### config.mk
export PLATFORM = sky130hd
export DESIGN_NAME = mdio_arbiter
export DESIGN_NICKNAME = d
export VERILOG_FILES = /design/src/rtl/mdio_pkg.sv /design/src/rtl/mdio_rr_arbiter.sv /design/src/rtl/mdio_arbiter.sv
export SDC_FILE = /design/constraint.sdc
export NUM_CORES = 1
export LEC_CHECK = 0
export ABC_CLOCK_PERIOD_IN_PS = 6100
export CAP_MARGIN = 30
export CELL_PAD_IN_SITES_DETAIL_PLACEMENT = 1
export CELL_PAD_IN_SITES_GLOBAL_PLACEMENT = 1
export CORE_UTILIZATION = 48
export CTS_CLUSTER_SIZE = 12
export DETAILED_ROUTE_END_ITERATION = 8
export DONT_BUFFER_PORTS = 1
export GPL_TIMING_DRIVEN = 1
export PLACE_DENSITY_LB_ADDON = 0.1
export SLEW_MARGIN = 25
export SYNTH_ARGS = -nofsm -noshare
export SYNTH_HDL_FRONTEND = slang
export SYNTH_HIERARCHICAL = 1
export SYNTH_SLANG_ARGS = --single-unit
### constraint.sdc
create_clock -name clk -period 6.1 [get_ports clk]
set_clock_uncertainty 0.2 [all_clocks]
set_input_delay 0.61 -clock clk [delete_from_list [all_inputs] [get_ports clk]]
set_output_delay 0.61 -clock clk [all_outputs]
set_load 0.02 [all_outputs]
### src/rtl/mdio_pkg.sv
// rtl/mdio_pkg.sv - shared opcodes, FSM states and BMSR bit position for the MDIO arbiter
package mdio_pkg;

  localparam logic [1:0] OP_READ  = 2'b10;
  localparam logic [1:0] OP_WRITE = 2'b01;
  localparam int         BMSR_LINK_BIT = 2;

  typedef enum logic [2:0] {
    S_IDLE,
    S_ISSUE,
    S_WAIT_BUSY,
    S_WAIT_DONE,
    S_RESP
  } state_t;

  function automatic logic op_legal(input logic [1:0] op);
    return (op == OP_READ) || (op == OP_WRITE);
  endfunction

endpackage

### src/rtl/mdio_rr_arbiter.sv
// rtl/mdio_rr_arbiter.sv - combinational round-robin picker; search starts one past the last winner
module mdio_rr_arbiter #(
  parameter int N  = 3,
  parameter int IW = $clog2(N)
) (
  input  logic [N-1:0]  req,
  input  logic [IW-1:0] last,
  output logic [N-1:0]  grant,
  output logic [IW-1:0] idx,
  output logic          any
);

  always_comb begin
    grant = '0;
    idx   = '0;
    any   = 1'b0;
    for (int off = 1; off <= N; off++) begin
      for (int j = 0; j < N; j++) begin
        if (!any && req[j] && (j == (int'(last) + off) % N)) begin
          any      = 1'b1;
          grant[j] = 1'b1;
          idx      = IW'(j);
        end
      end
    end
  end

endmodule

### src/rtl/mdio_arbiter.sv
// rtl/mdio_arbiter.sv - round-robin sharing of one mdio_ctrl engine between NREQ requesters
// Optional link poller enabled by MDIO_POLL_EN.
module mdio_arbiter
  import mdio_pkg::*;
#(
  parameter int         NREQ        = 2,
  parameter logic [4:0] POLL_PHY    = 5'd0,
  parameter logic [4:0] POLL_REG    = 5'd1,
  parameter int         POLL_PERIOD = 1000000
) (
  input  logic                 clk,
  input  logic                 rst_n,
  input  logic [NREQ-1:0]      req_valid,
  output logic [NREQ-1:0]      req_ready,
  input  logic [2*NREQ-1:0]    req_op,
  input  logic [5*NREQ-1:0]    req_phy_addr,
  input  logic [5*NREQ-1:0]    req_reg_addr,
  input  logic [16*NREQ-1:0]   req_wdata,
  output logic [NREQ-1:0]      rsp_valid,
  output logic [15:0]          rsp_rdata,
  output logic                 rsp_error,
  output logic [4:0]           mdio_phy_addr,
  output logic [4:0]           mdio_reg_addr,
  output logic [15:0]          mdio_wdata,
  output logic [1:0]           mdio_op,
  output logic                 mdio_start,
  input  logic                 mdio_ready,
  input  logic [15:0]          mdio_rdata,
  input  logic                 mdio_error,
  output logic                 link_up,
  output logic                 link_change
);

  localparam int NC = NREQ + 1;
  localparam int IW = $clog2(NC);

  if (NREQ < 1 || NREQ > 8 || POLL_PERIOD < 2) begin : g_bad_cfg
    $error("mdio_arbiter: unsupported NREQ or POLL_PERIOD");
  end

  state_t        state, state_nxt;
  logic [IW-1:0] gnt_idx, last_ptr, arb_idx;
  logic [NC-1:0] cand, arb_grant;
  logic          arb_any, take, illegal_q, poll_pend;
  logic [1:0]    sel_op;
  logic [4:0]    sel_phy, sel_reg;
  logic [15:0]   sel_wdata, rdata_q;
  logic          error_q;

  // The poller occupies the highest candidate slot.
  assign cand = {poll_pend, req_valid};

  mdio_rr_arbiter #(.N(NC), .IW(IW)) u_rr (
    .req   (cand),
    .last  (last_ptr),
    .grant (arb_grant),
    .idx   (arb_idx),
    .any   (arb_any)
  );

  always_comb begin
    sel_op    = '0;
    sel_phy   = '0;
    sel_reg   = '0;
    sel_wdata = '0;
    if (arb_grant[NREQ]) begin
      sel_op  = OP_READ;
      sel_phy = POLL_PHY;
      sel_reg = POLL_REG;
    end
    for (int i = 0; i < NREQ; i++) begin
      if (arb_grant[i]) begin
        sel_op    = req_op[2*i +: 2];
        sel_phy   = req_phy_addr[5*i +: 5];
        sel_reg   = req_reg_addr[5*i +: 5];
        sel_wdata = req_wdata[16*i +: 16];
      end
    end
  end

  always_comb begin
    state_nxt = state;
    take      = 1'b0;
    case (state)
      S_IDLE: begin
        if (mdio_ready && arb_any) begin
          take      = 1'b1;
          // Illegal ops skip the frame and fall straight through to the response.
          state_nxt = op_legal(sel_op) ? S_ISSUE : S_WAIT_DONE;
        end
      end
      S_ISSUE:     state_nxt = S_WAIT_BUSY;
      S_WAIT_BUSY: if (!mdio_ready) state_nxt = S_WAIT_DONE;
      S_WAIT_DONE: if (illegal_q || mdio_ready) state_nxt = S_RESP;
      S_RESP:      state_nxt = S_IDLE;
      default:     state_nxt = S_IDLE;
    endcase
  end

  assign mdio_start = (state == S_ISSUE);
  assign rsp_rdata  = rdata_q;
  assign rsp_error  = error_q;

  always_comb begin
    rsp_valid = '0;
    for (int i = 0; i < NREQ; i++) begin
      rsp_valid[i] = (state == S_RESP) && (gnt_idx == IW'(i));
    end
  end

  always_ff @(posedge clk or negedge rst_n) begin
    if (!rst_n) begin
      state         <= S_IDLE;
      gnt_idx       <= '0;
      last_ptr      <= '0;
      req_ready     <= '0;
      illegal_q     <= 1'b0;
      mdio_op       <= '0;
      mdio_phy_addr <= '0;
      mdio_reg_addr <= '0;
      mdio_wdata    <= '0;
      rdata_q       <= '0;
      error_q       <= 1'b0;
    end else begin
      state     <= state_nxt;
      req_ready <= '0;
      if (take) begin
        gnt_idx       <= arb_idx;
        req_ready     <= arb_grant[NREQ-1:0];
        illegal_q     <= !op_legal(sel_op);
        mdio_op       <= sel_op;
        mdio_phy_addr <= sel_phy;
        mdio_reg_addr <= sel_reg;
        mdio_wdata    <= sel_wdata;
      end
      if (state == S_WAIT_DONE && state_nxt == S_RESP) begin
        rdata_q <= illegal_q ? 16'h0000 : mdio_rdata;
        error_q <= illegal_q | ((mdio_op != OP_WRITE) & mdio_error);
      end
      if (state == S_RESP) last_ptr <= gnt_idx;
    end
  end

`ifdef MDIO_POLL_EN
  logic [31:0] poll_timer;

  always_ff @(posedge clk or negedge rst_n) begin
    if (!rst_n) begin
      poll_timer  <= '0;
      poll_pend   <= 1'b0;
      link_up     <= 1'b0;
      link_change <= 1'b0;
    end else begin
      link_change <= 1'b0;
      if (poll_timer == 32'(POLL_PERIOD - 1)) begin
        poll_timer <= '0;
        poll_pend  <= 1'b1;
      end else begin
        poll_timer <= poll_timer + 32'd1;
      end
      if (take && arb_grant[NREQ]) poll_pend <= 1'b0;
      if (state == S_RESP && gnt_idx == IW'(NREQ) && !error_q) begin
        link_up     <= rdata_q[BMSR_LINK_BIT];
        link_change <= (link_up != rdata_q[BMSR_LINK_BIT]);
      end
    end
  end
`else
  assign poll_pend   = 1'b0;
  assign link_up     = 1'b0;
  assign link_change = 1'b0;
`endif

endmodule

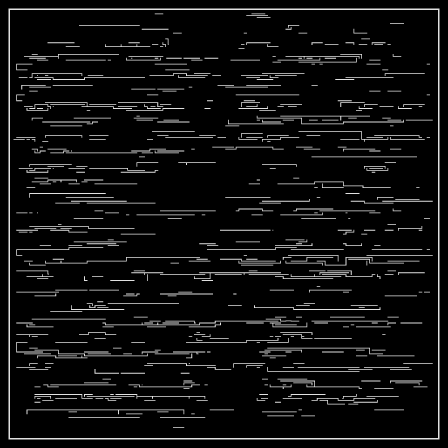
(M1 wires)
The longest straight run is 27.6 µm. The layer holds 41% of the routed length. The wires run mostly horizontal. The layer carries 2,380 µm of wire. 294 nets have wire on it.
Post-Route WL: 5.82 mm
met1 Use GR: 0.254
DR vias: 1,872

==> flow_metrics.env <==
# flow metrics
export IMPL_wire_per_inst_um=17.5
export IMPL_antenna_found_initial=0
export IMPL_status="finished clean"
export IMPL_cp_slowest_cell="nor2_2"
export IMPL_cp_required_ns=6.14
export IMPL_track_usage=0.205
export IMPL_port_buffer_count=0
export IMPL_p_int_mw=0.781
export IMPL_num_rows=26
export IMPL_hold_viol_final=0
export IMPL_ctsResizeCount=0
export IMPL_syn_cell_area_mm2=0.00258
export IMPL_drv_slew=0
export IMPL_cts_tree="done"
export IMPL_post_cts_setup_buffers=0
export IMPL_finalHoldWorstSlack_ns=0.228
export IMPL_ios=130
export IMPL_avgSynthCellArea_um2=9.77
export IMPL_cts_inserted_buffers=5
export IMPL_critical_path_cell_chain="inv_1 > ha_1 > nand2_1 > o32ai_4 > buf_4 > nor2_2 > a22oi_1 > o21ai_1"
export IMPL_combPwrFrac=0.310
export IMPL_place_area_mm2=0.00262
export IMPL_cp_max_fo=30
export IMPL_drive_above_1_share=0.0878
export IMPL_seq_power_share=0.547
export IMPL_layout_setup_ws_ns=3.42
export IMPL_power_density_mw_per_mm2=531
export IMPL_cp_end_kind="register"
export IMPL_final_seq_area_mm2=0.00138
export IMPL_pg_clk_mw=0.208
export IMPL_ys_seq_share=0.534
export IMPL_yosys_warnings=6
export IMPL_grt_pass1_vias=1749
export IMPL_p_sw_frac=0.463
export IMPL_synthCells=264
export IMPL_drt_iter0_drc=103
export IMPL_ant_nets=0
export IMPL_grt_max_degree=62
export IMPL_startpoint="last_ptr[0]"
export IMPL_dp_slack_ns=3.42
export IMPL_hp_start="mdio_rdata[5]"
export IMPL_cts_root_buf="clkbuf_8"
export IMPL_worst_path_buf_inv=2
export IMPL_dp_cells=322
export IMPL_pg_seq_mw=0.796
export IMPL_fin_nets=341
export IMPL_flop_cell="dfrtp_1"
export IMPL_diodes=0
export IMPL_finalSetupTns_ns=0
export IMPL_gp_congestion=0.760
export IMPL_final_util=0.533
export IMPL_min_delay_path_depth=2
export IMPL_final_cells=332
export IMPL_yosysChipArea_mm2=0.00258
export IMPL_fp_util=0.502
export IMPL_cpPeakStageDelay_ns=0.75
export IMPL_p_leak_nw=1.22
export IMPL_hold_buffers=2
export IMPL_h_tree_depth=2
export IMPL_switchingPower_mw=0.674
export IMPL_nFillCells=614
export IMPL_relSlewSlack=0.367
export IMPL_die_w_um=75.3
export IMPL_ys_ff=55
export IMPL_hold_path_class="in2reg"
export IMPL_comb_power_mw=0.451
export IMPL_rr_worst_depth=8
export IMPL_post_dp_hpwl_mm=4.02
export IMPL_rsz0062_at_grt="no"
export IMPL_insertion_delay_ns=0.31
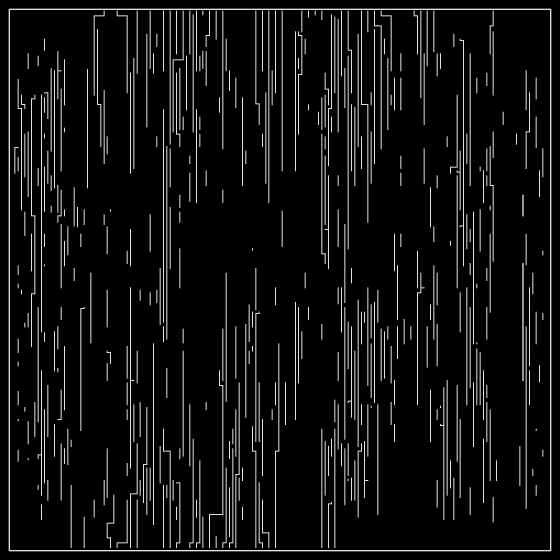
(the metal 2 layer)
The layer holds 49% of the routed length. The longest straight run is 33.0 µm. The wires run mostly vertical. 281 nets have wire on it.
met2 Use GR: 0.337

## cell families after synthesis
group | synth area share
buffers and inverters | 0.0509
adder cells (fa/ha/maj) | 0.00970
AND/OR/NAND/NOR | 0.198
flip-flops | 0.534
other | 0.00145
AND-OR/OR-AND | 0.166
multiplexers | 0.0359
XOR/XNOR | 0.00340
## cells in the mapped netlist, types with 4 or more instances
cell       n  area share
nand3b_1  17       0.049
nand2_1   65       0.095
clkbuf_1   9       0.013
a22oi_1   24       0.070
nor2_1     7       0.010
dfrtp_1   55        0.53
buf_2      5      0.0097
o21ai_1   30       0.058
inv_1      5      0.0073
a21oi_1    4      0.0078
nand2b_1   4      0.0097
## per-layer routing
| layer | vias to the layer above | share of wire | track usage | wire length, µm |
|---|---|---|---|---|
| met5 | - | 0 | 0 | 0 |
| met4 | 0 | 0.012 | 0.0741 | 68 |
| met3 | 6 | 0.090 | 0.0675 | 523 |
| met2 | 83 | 0.49 | 0.337 | 2840 |
| met1 | 890 | 0.41 | 0.254 | 2380 |
| li1 | 893 | - | - | - |
## final cells by class
| cell class | instances | area share |
|---|---|---|
| sequential | 55 | 0.502 |
| multi-input combinational | 188 | 0.403 |
| tap | 70 | 0.0319 |
| clock buffer | 6 | 0.0265 |
| timing repair buffer | 4 | 0.0192 |
| inverter | 7 | 0.0114 |
| clock inverter | 2 | 0.00593 |
## cells in the final DEF (no fill, tap or decap), types with 2 or more instances in the layout
master    count
a21oi_1       4
a22oi_1      24
and2_1        2
buf_4         2
clkbuf_8      5
conb_1        5
dfrtp_1      55
ha_1          2
inv_1         5
mux2_1        2
mux2_2        2
nand2_1      65
nand2b_1      4
nand3b_1     17
nor2_1        7
nor2_2        2
nor3_1        3
o21ai_1      30
o32ai_1       2
